`config.mk`:
```
export PLATFORM = sky130hd
export DESIGN_NAME = farm_prefetch_flat
export DESIGN_NICKNAME = d
export VERILOG_FILES = /design/src/rtl/farm_pkg.sv /design/src/rtl/farm_prefetch_if.sv /design/src/rtl/farm_ifq.sv /design/src/rtl/farm_prefetch.sv /design/src/flat_wrapper.sv
export SDC_FILE = /design/constraint.sdc
export NUM_CORES = 1
export LEC_CHECK = 0
export CORE_MARGIN = 5
export CORE_UTILIZATION = 49
export CTS_CLUSTER_SIZE = 40
export DETAILED_ROUTE_END_ITERATION = 10
export PLACE_DENSITY = 0.75
export REMOVE_ABC_BUFFERS = 1
export SYNTH_ARGS = -nofsm -noshare
export SYNTH_HDL_FRONTEND = slang
export SYNTH_SLANG_ARGS = --single-unit
```
`constraint.sdc`:
```
create_clock -name clk -period 2.9 [get_ports clk]
set_input_delay 0.435 -clock clk [delete_from_list [all_inputs] [get_ports clk]]
set_output_delay 0.435 -clock clk [all_outputs]
set_load 0.1 [all_outputs]
```
`src/rtl/farm_pkg.sv`:
```
// Shared types and constants for the instruction prefetch unit.
// Pure declarations: no latency, no flow control.
package farm_pkg;

  typedef enum logic [1:0] {
    IDLE,
    REQ,
    WAIT
  } fetch_state_t;

  typedef struct packed {
    logic [31:0] pc;
    logic [31:0] instr;
  } if_entry_t;

  localparam logic [31:0] RESET_PC_DEF = 32'h0000_0000;

  function automatic logic [31:0] word_align(input logic [31:0] addr);
    return {addr[31:2], 2'b00};
  endfunction

endpackage

```
`src/rtl/farm_prefetch_if.sv`:
```
// Prefetch bundle: program-memory request/response, redirect from execute, decode handoff.
// Wires only; master is the prefetch unit, slave is the memory/core environment.
interface farm_prefetch_if;

  logic        mem_req;
  logic [31:0] mem_addr;
  logic        mem_gnt;
  logic        mem_rvalid;
  logic [31:0] mem_rdata;
  logic        redirect;
  logic [31:0] redirect_pc;
  logic        if_valid;
  logic [31:0] if_instr;
  logic [31:0] if_pc;
  logic        if_ready;

  modport master (
    output mem_req, mem_addr, if_valid, if_instr, if_pc,
    input  mem_gnt, mem_rvalid, mem_rdata, redirect, redirect_pc, if_ready
  );

  modport slave (
    input  mem_req, mem_addr, if_valid, if_instr, if_pc,
    output mem_gnt, mem_rvalid, mem_rdata, redirect, redirect_pc, if_ready
  );

endinterface

```
`src/rtl/farm_ifq.sv`:
```
// Instruction queue: DEPTH-entry {pc, instr} FIFO with flush; head is registered, 1-cycle push-to-head.
// No internal backpressure: the caller reserves a slot before every push and only pops when non-empty.
module farm_ifq
  import farm_pkg::*;
#(
  parameter int DEPTH = 4,
  localparam int AW = $clog2(DEPTH),
  localparam int CW = AW + 1
) (
  input  logic          clk,
  input  logic          rst,
  input  logic          push,
  input  logic          pop,
  input  logic          flush,
  input  if_entry_t     wr_dat,
  output if_entry_t     rd_dat,
  output logic [CW-1:0] count
);

  if_entry_t     mem [DEPTH];
  logic [AW-1:0] wr_ptr;
  logic [AW-1:0] rd_ptr;

  always_ff @(posedge clk or posedge rst) begin
    if (rst) begin
      wr_ptr <= '0;
      rd_ptr <= '0;
      count  <= '0;
    end else if (flush) begin
      wr_ptr <= '0;
      rd_ptr <= '0;
      count  <= '0;
    end else begin
      if (push) wr_ptr <= wr_ptr + 1'b1;
      if (pop)  rd_ptr <= rd_ptr + 1'b1;
      count <= count + CW'(push) - CW'(pop);
    end
  end

  // Storage needs no reset: entries are only visible once count covers them.
  always_ff @(posedge clk) begin
    if (push && !flush) mem[wr_ptr] <= wr_dat;
  end

  assign rd_dat = mem[rd_ptr];

endmodule

```
`src/rtl/farm_prefetch.sv`:
```
// Instruction prefetch: one outstanding fetch into farm_ifq, >=2 cycles per fetch, >=1 cycle to decode.
// Requests only while a queue slot is free; redirect flushes and drops any in-flight response.
module farm_prefetch
  import farm_pkg::*;
#(
  parameter int          DEPTH    = 4,
  parameter logic [31:0] RESET_PC = RESET_PC_DEF
) (
  input  logic             clk,
  input  logic             rst,
  farm_prefetch_if.master  bus
);

  localparam int            CW       = $clog2(DEPTH) + 1;
  localparam logic [CW-1:0] DEPTH_C  = CW'(DEPTH);
  localparam logic [CW-1:0] DEPTH_M1 = CW'(DEPTH - 1);

  fetch_state_t  state, state_nxt;
  logic [31:0]   fpc, fpc_nxt;
  logic [31:0]   infl_pc, infl_pc_nxt;
  logic          drop, drop_nxt;
  logic          push, pop, granted, rsp;
  logic [CW-1:0] count;
  if_entry_t     head, wr_dat;

  assign pop     = bus.if_valid & bus.if_ready & ~bus.redirect;
  assign granted = (state == REQ) & bus.mem_gnt;
  assign rsp     = (state == WAIT) & bus.mem_rvalid;
  assign push    = rsp & ~drop & ~bus.redirect;

  always_comb begin
    state_nxt   = state;
    fpc_nxt     = fpc;
    infl_pc_nxt = infl_pc;
    drop_nxt    = drop;
    case (state)
      IDLE: if (bus.redirect || count < DEPTH_C) state_nxt = REQ;
      REQ: begin
        if (granted) begin
          infl_pc_nxt = fpc;
          fpc_nxt     = fpc + 32'd4;
          state_nxt   = WAIT;
          // The granted fetch is now stale; its response must be swallowed.
          if (bus.redirect) drop_nxt = 1'b1;
        end
      end
      WAIT: begin
        if (rsp) begin
          drop_nxt = 1'b0;
          if (drop || bus.redirect)          state_nxt = REQ;
          else if (pop || count < DEPTH_M1) state_nxt = REQ;
          else                               state_nxt = IDLE;
        end else if (bus.redirect) begin
          drop_nxt = 1'b1;
        end
      end
      default: state_nxt = IDLE;
    endcase
    if (bus.redirect) fpc_nxt = word_align(bus.redirect_pc);
  end

  always_ff @(posedge clk or posedge rst) begin
    if (rst) begin
      state   <= IDLE;
      fpc     <= RESET_PC;
      infl_pc <= '0;
      drop    <= 1'b0;
    end else begin
      state   <= state_nxt;
      fpc     <= fpc_nxt;
      infl_pc <= infl_pc_nxt;
      drop    <= drop_nxt;
    end
  end

  assign wr_dat.pc    = infl_pc;
  assign wr_dat.instr = bus.mem_rdata;

  farm_ifq #(.DEPTH(DEPTH)) u_ifq (
    .clk    (clk),
    .rst    (rst),
    .push   (push),
    .pop    (pop),
    .flush  (bus.redirect),
    .wr_dat (wr_dat),
    .rd_dat (head),
    .count  (count)
  );

  assign bus.mem_req  = (state == REQ);
  assign bus.mem_addr = fpc;
  assign bus.if_valid = (count != '0);
  assign bus.if_instr = head.instr;
  assign bus.if_pc    = head.pc;

endmodule

```
`src/flat_wrapper.sv`:
```
// flat-port wrapper written by rule: the top's interface ports become plain ports
module farm_prefetch_flat import farm_pkg::*;
#(
  parameter int          DEPTH    = 4,
  parameter logic [31:0] RESET_PC = RESET_PC_DEF
)
  (clk, rst, bus_mem_req, bus_mem_addr, bus_if_valid, bus_if_instr, bus_if_pc, bus_mem_gnt, bus_mem_rvalid, bus_mem_rdata, bus_redirect, bus_redirect_pc, bus_if_ready);
  farm_prefetch_if bus_i ();
  input  logic clk;
  input  logic rst;
  output wire logic [$bits(bus_i.mem_req)-1:0] bus_mem_req;
  output wire logic [$bits(bus_i.mem_addr)-1:0] bus_mem_addr;
  output wire logic [$bits(bus_i.if_valid)-1:0] bus_if_valid;
  output wire logic [$bits(bus_i.if_instr)-1:0] bus_if_instr;
  output wire logic [$bits(bus_i.if_pc)-1:0] bus_if_pc;
  input wire logic [$bits(bus_i.mem_gnt)-1:0] bus_mem_gnt;
  input wire logic [$bits(bus_i.mem_rvalid)-1:0] bus_mem_rvalid;
  input wire logic [$bits(bus_i.mem_rdata)-1:0] bus_mem_rdata;
  input wire logic [$bits(bus_i.redirect)-1:0] bus_redirect;
  input wire logic [$bits(bus_i.redirect_pc)-1:0] bus_redirect_pc;
  input wire logic [$bits(bus_i.if_ready)-1:0] bus_if_ready;
  assign bus_mem_req = bus_i.mem_req;
  assign bus_mem_addr = bus_i.mem_addr;
  assign bus_if_valid = bus_i.if_valid;
  assign bus_if_instr = bus_i.if_instr;
  assign bus_if_pc = bus_i.if_pc;
  assign bus_i.mem_gnt = bus_mem_gnt;
  assign bus_i.mem_rvalid = bus_mem_rvalid;
  assign bus_i.mem_rdata = bus_mem_rdata;
  assign bus_i.redirect = bus_redirect;
  assign bus_i.redirect_pc = bus_redirect_pc;
  assign bus_i.if_ready = bus_if_ready;
  farm_prefetch #(.DEPTH(DEPTH), .RESET_PC(RESET_PC)) u_core (.clk(clk), .rst(rst), .bus(bus_i));
endmodule
```
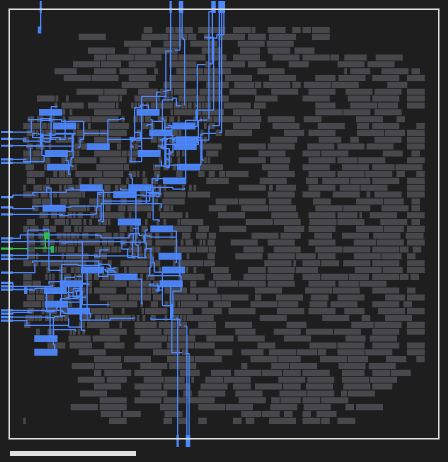
**Above:** port wiring.
Bar = 50 um.
legend:
  blue:
    port: bus_mem_addr
    bits: 32
    direction: output
    edge: 20 left, 9 top, 3 bottom
    end_cells: 32
    buffers: 30
    wire: 2570 um
  green:
    port: bus_mem_rvalid
    bits: 1
    direction: input
    edge: left
    end_cells: 2
    buffers: 1
    wire: 18.3 um

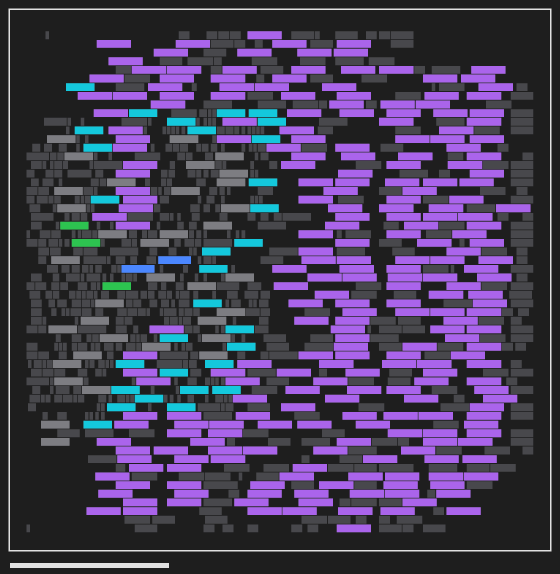
**Above:** where the registers sit.
Bar = 50 um. Other sequential cells in the stronger grey, the rest of the logic in the fainter grey.
legend:
  green:
    netlist_name: u_core.u_ifq.count
    flops: 3
  blue:
    netlist_name: u_core.u_ifq.rd_ptr
    flops: 2
  cyan:
    netlist_name: u_core.infl_pc
    flops: 30
  purple:
    netlist_name: u_core.u_ifq.mem
    flops: 248
    where: widely spread
not coloured: 35

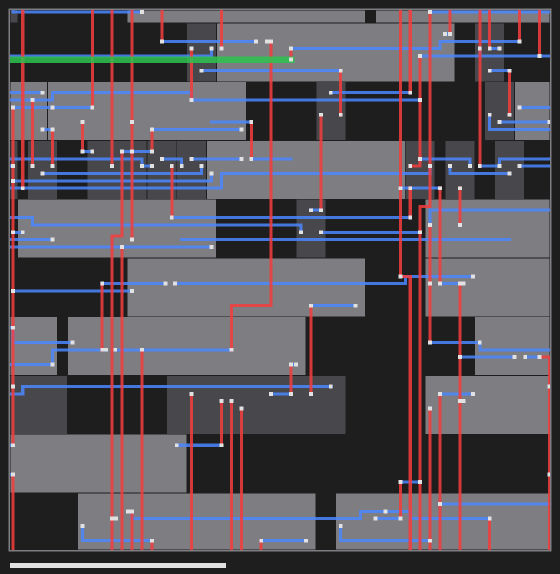
**Above:** layout detail.
Bar = 10 um. Region (30, 30) to (55, 55) um. Cells in grey, sequential cells in the stronger grey; small squares are vias.
legend:
  blue:
    layer: metal 1
  red:
    layer: metal 2
  green:
    layer: metal 3
netlist names of flops here include: u_core.u_ifq.mem (8), u_core.infl_pc (4)
cells with their middle in the window: 25
most frequent: nand2_1 (11), edfxtp_1 (8), dfrtp_1 (4)
sequential cells in the window: 12

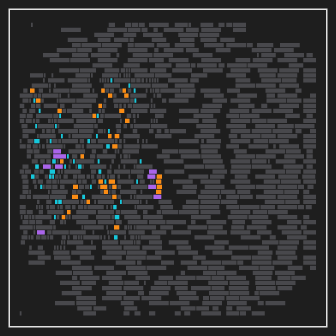
**Above:** gate-type map.
legend:
  cyan:
    family: NOR gates
    cells: 42
    where: left middle
  orange:
    family: AND and OR gates
    cells: 32
  purple:
    family: adder and majority cells
    cells: 9
    where: left middle
multi-input combinational area share: 19.1%
most common library cell in the layout ignoring fill and taps: sky130_fd_sc_hd__edfxtp_1

==> impl_metrics.toml <==
# generated from flow reports
[clock_network]
path_clk_slew_ps = 70
cts_buffers = 31

[layout]
post_layout_nonfiller_instances = 1273
multiInputGateArea_um2 = 3110
final_stage_net_count = 998

[placement]
placement.io_buffers = 161

[power_and_ir_drop]
clock_network_power_share_pct = 28.2
p_seq_uw = 5870
seqPwrFrac_pct = 42.4
power_share_of_the_combinational_group_pct = 29.4

[critical_path]
critPathSlowestCell = "sky130_fd_sc_hd__mux4_2"
critPathKind = "flop to output port"
crit_fanout = 36
regToRegStartpoint = "u_core.state[0]$_DFFE_PP0P_"
capture_point_of_the_critical_path = "bus_if_instr[22]"
cp.required_ps = 2470

[floorplan]
die.size.y_um = 170

[synthesis]
syn-mean-instance-area_um2 = 17.1
post_synth_inst_count = 732
chip_area_estimate_from_yosys_synthesis_um2 = 12500
ys_async_sr_fraction_pct = 22.0
ys_seq_elements = 318
yosys_warnings = 0

[routing]
wl_mm = 26.2
drtAntennaViolNets = 0
firstDrtPassIters = 5

[final_timing]
totalNegativeSetupSlack_ps = 0
final_min_period_over_clock_period_pct = 92.6
timing.slew.headroom_pct = 57.2
min_period_ps = 2680

[run_status]
run_status = "finished, final reports clean"
-- flip-flops by register name (all words and copies together), names as in the netlist --
register and cells:
u_core.u_ifq.mem 248, u_core.bus.mem_addr 30, u_core.infl_pc 30, u_core.u_ifq.count 3, u_core.state 2, u_core.u_ifq.rd_ptr 2
u_core.u_ifq.wr_ptr 2, u_core.drop 1
-- per-stage QoR --
step,util (%),setup WS (ps),hold slack [ps],total power [uW],cell area [um2]
2_1_floorplan,-,-990,476,8570,12300
3_3_place_gp,60.7,287,491,10000,15300
3_5_place_dp,60.7,241,503,10100,15300
4_1_cts,64.7,143,315,14000,16300
5_1_grt,64.7,99.5,339,14400,16300
6_report,64.7,215,309,13800,16300
-- routing by layer --
metal / vias to the layer above / part of all wire, % / GRT usage (%)
li1: 3214 / - / -
met1: 3532 / 42 / 26.3
met2: 240 / 49 / 29.3
met3: 34 / 7.7 / 3.66
met4: 0 / 1.3 / 3.47
met5: - / 0 / 0
-- logic make-up after synthesis --
group	after synthesis	synth area share, %
other	1	0.0300
AND/OR/NAND/NOR	220	8.60
adder cells (fa/ha/maj)	9	0.960
flip-flops	318	73.5
AND-OR/OR-AND	55	2.83
multiplexers	64	11.3
buffers and inverters	51	1.75
XOR/XNOR	14	0.980
-- synth_stat cells (2+ instances only) --
library cell	count
sky130_fd_sc_hd__nor3_1	5
sky130_fd_sc_hd__or4_1	11
sky130_fd_sc_hd__nor4b_1	2
sky130_fd_sc_hd__o211ai_1	2
sky130_fd_sc_hd__nand2b_1	3
sky130_fd_sc_hd__dfrtp_1	70
sky130_fd_sc_hd__nor2b_1	4
sky130_fd_sc_hd__buf_1	4
sky130_fd_sc_hd__mux2i_1	2
sky130_fd_sc_hd__nand4b_1	3
sky130_fd_sc_hd__buf_4	4
sky130_fd_sc_hd__and4_1	2
sky130_fd_sc_hd__o21ai_0	19
sky130_fd_sc_hd__buf_2	9
sky130_fd_sc_hd__nand3_1	16
sky130_fd_sc_hd__edfxtp_1	248
sky130_fd_sc_hd__nor2_1	26
sky130_fd_sc_hd__a31oi_1	14
sky130_fd_sc_hd__mux4_2	62
sky130_fd_sc_hd__nand2_1	112
sky130_fd_sc_hd__and3_1	4
sky130_fd_sc_hd__o31ai_1	8
sky130_fd_sc_hd__and2_1	5
sky130_fd_sc_hd__a21oi_1	2
sky130_fd_sc_hd__xnor2_1	8
sky130_fd_sc_hd__nand4_1	9
sky130_fd_sc_hd__clkbuf_1	21
sky130_fd_sc_hd__o311ai_0	3
sky130_fd_sc_hd__inv_1	12
sky130_fd_sc_hd__ha_1	8
sky130_fd_sc_hd__nor4_1	4
sky130_fd_sc_hd__xor2_1	6
sky130_fd_sc_hd__or3_1	5
-- area by class of cell --
cell class	count	area share (%)
inverter	12	0.276
timing repair buffer	190	15.4
multi-input combinational	366	19.1
tap	330	2.53
clock buffer	37	5.20
sequential	318	56.5
clock inverter	20	1.04
-- critical path: cells and delay by family, from the launching register on --
family	cells	cell delay (ps)
flip-flops	1	560
buffers and inverters	2	510
multiplexers	1	600
No activity file was given, so power comes from the tool's default toggle rates.
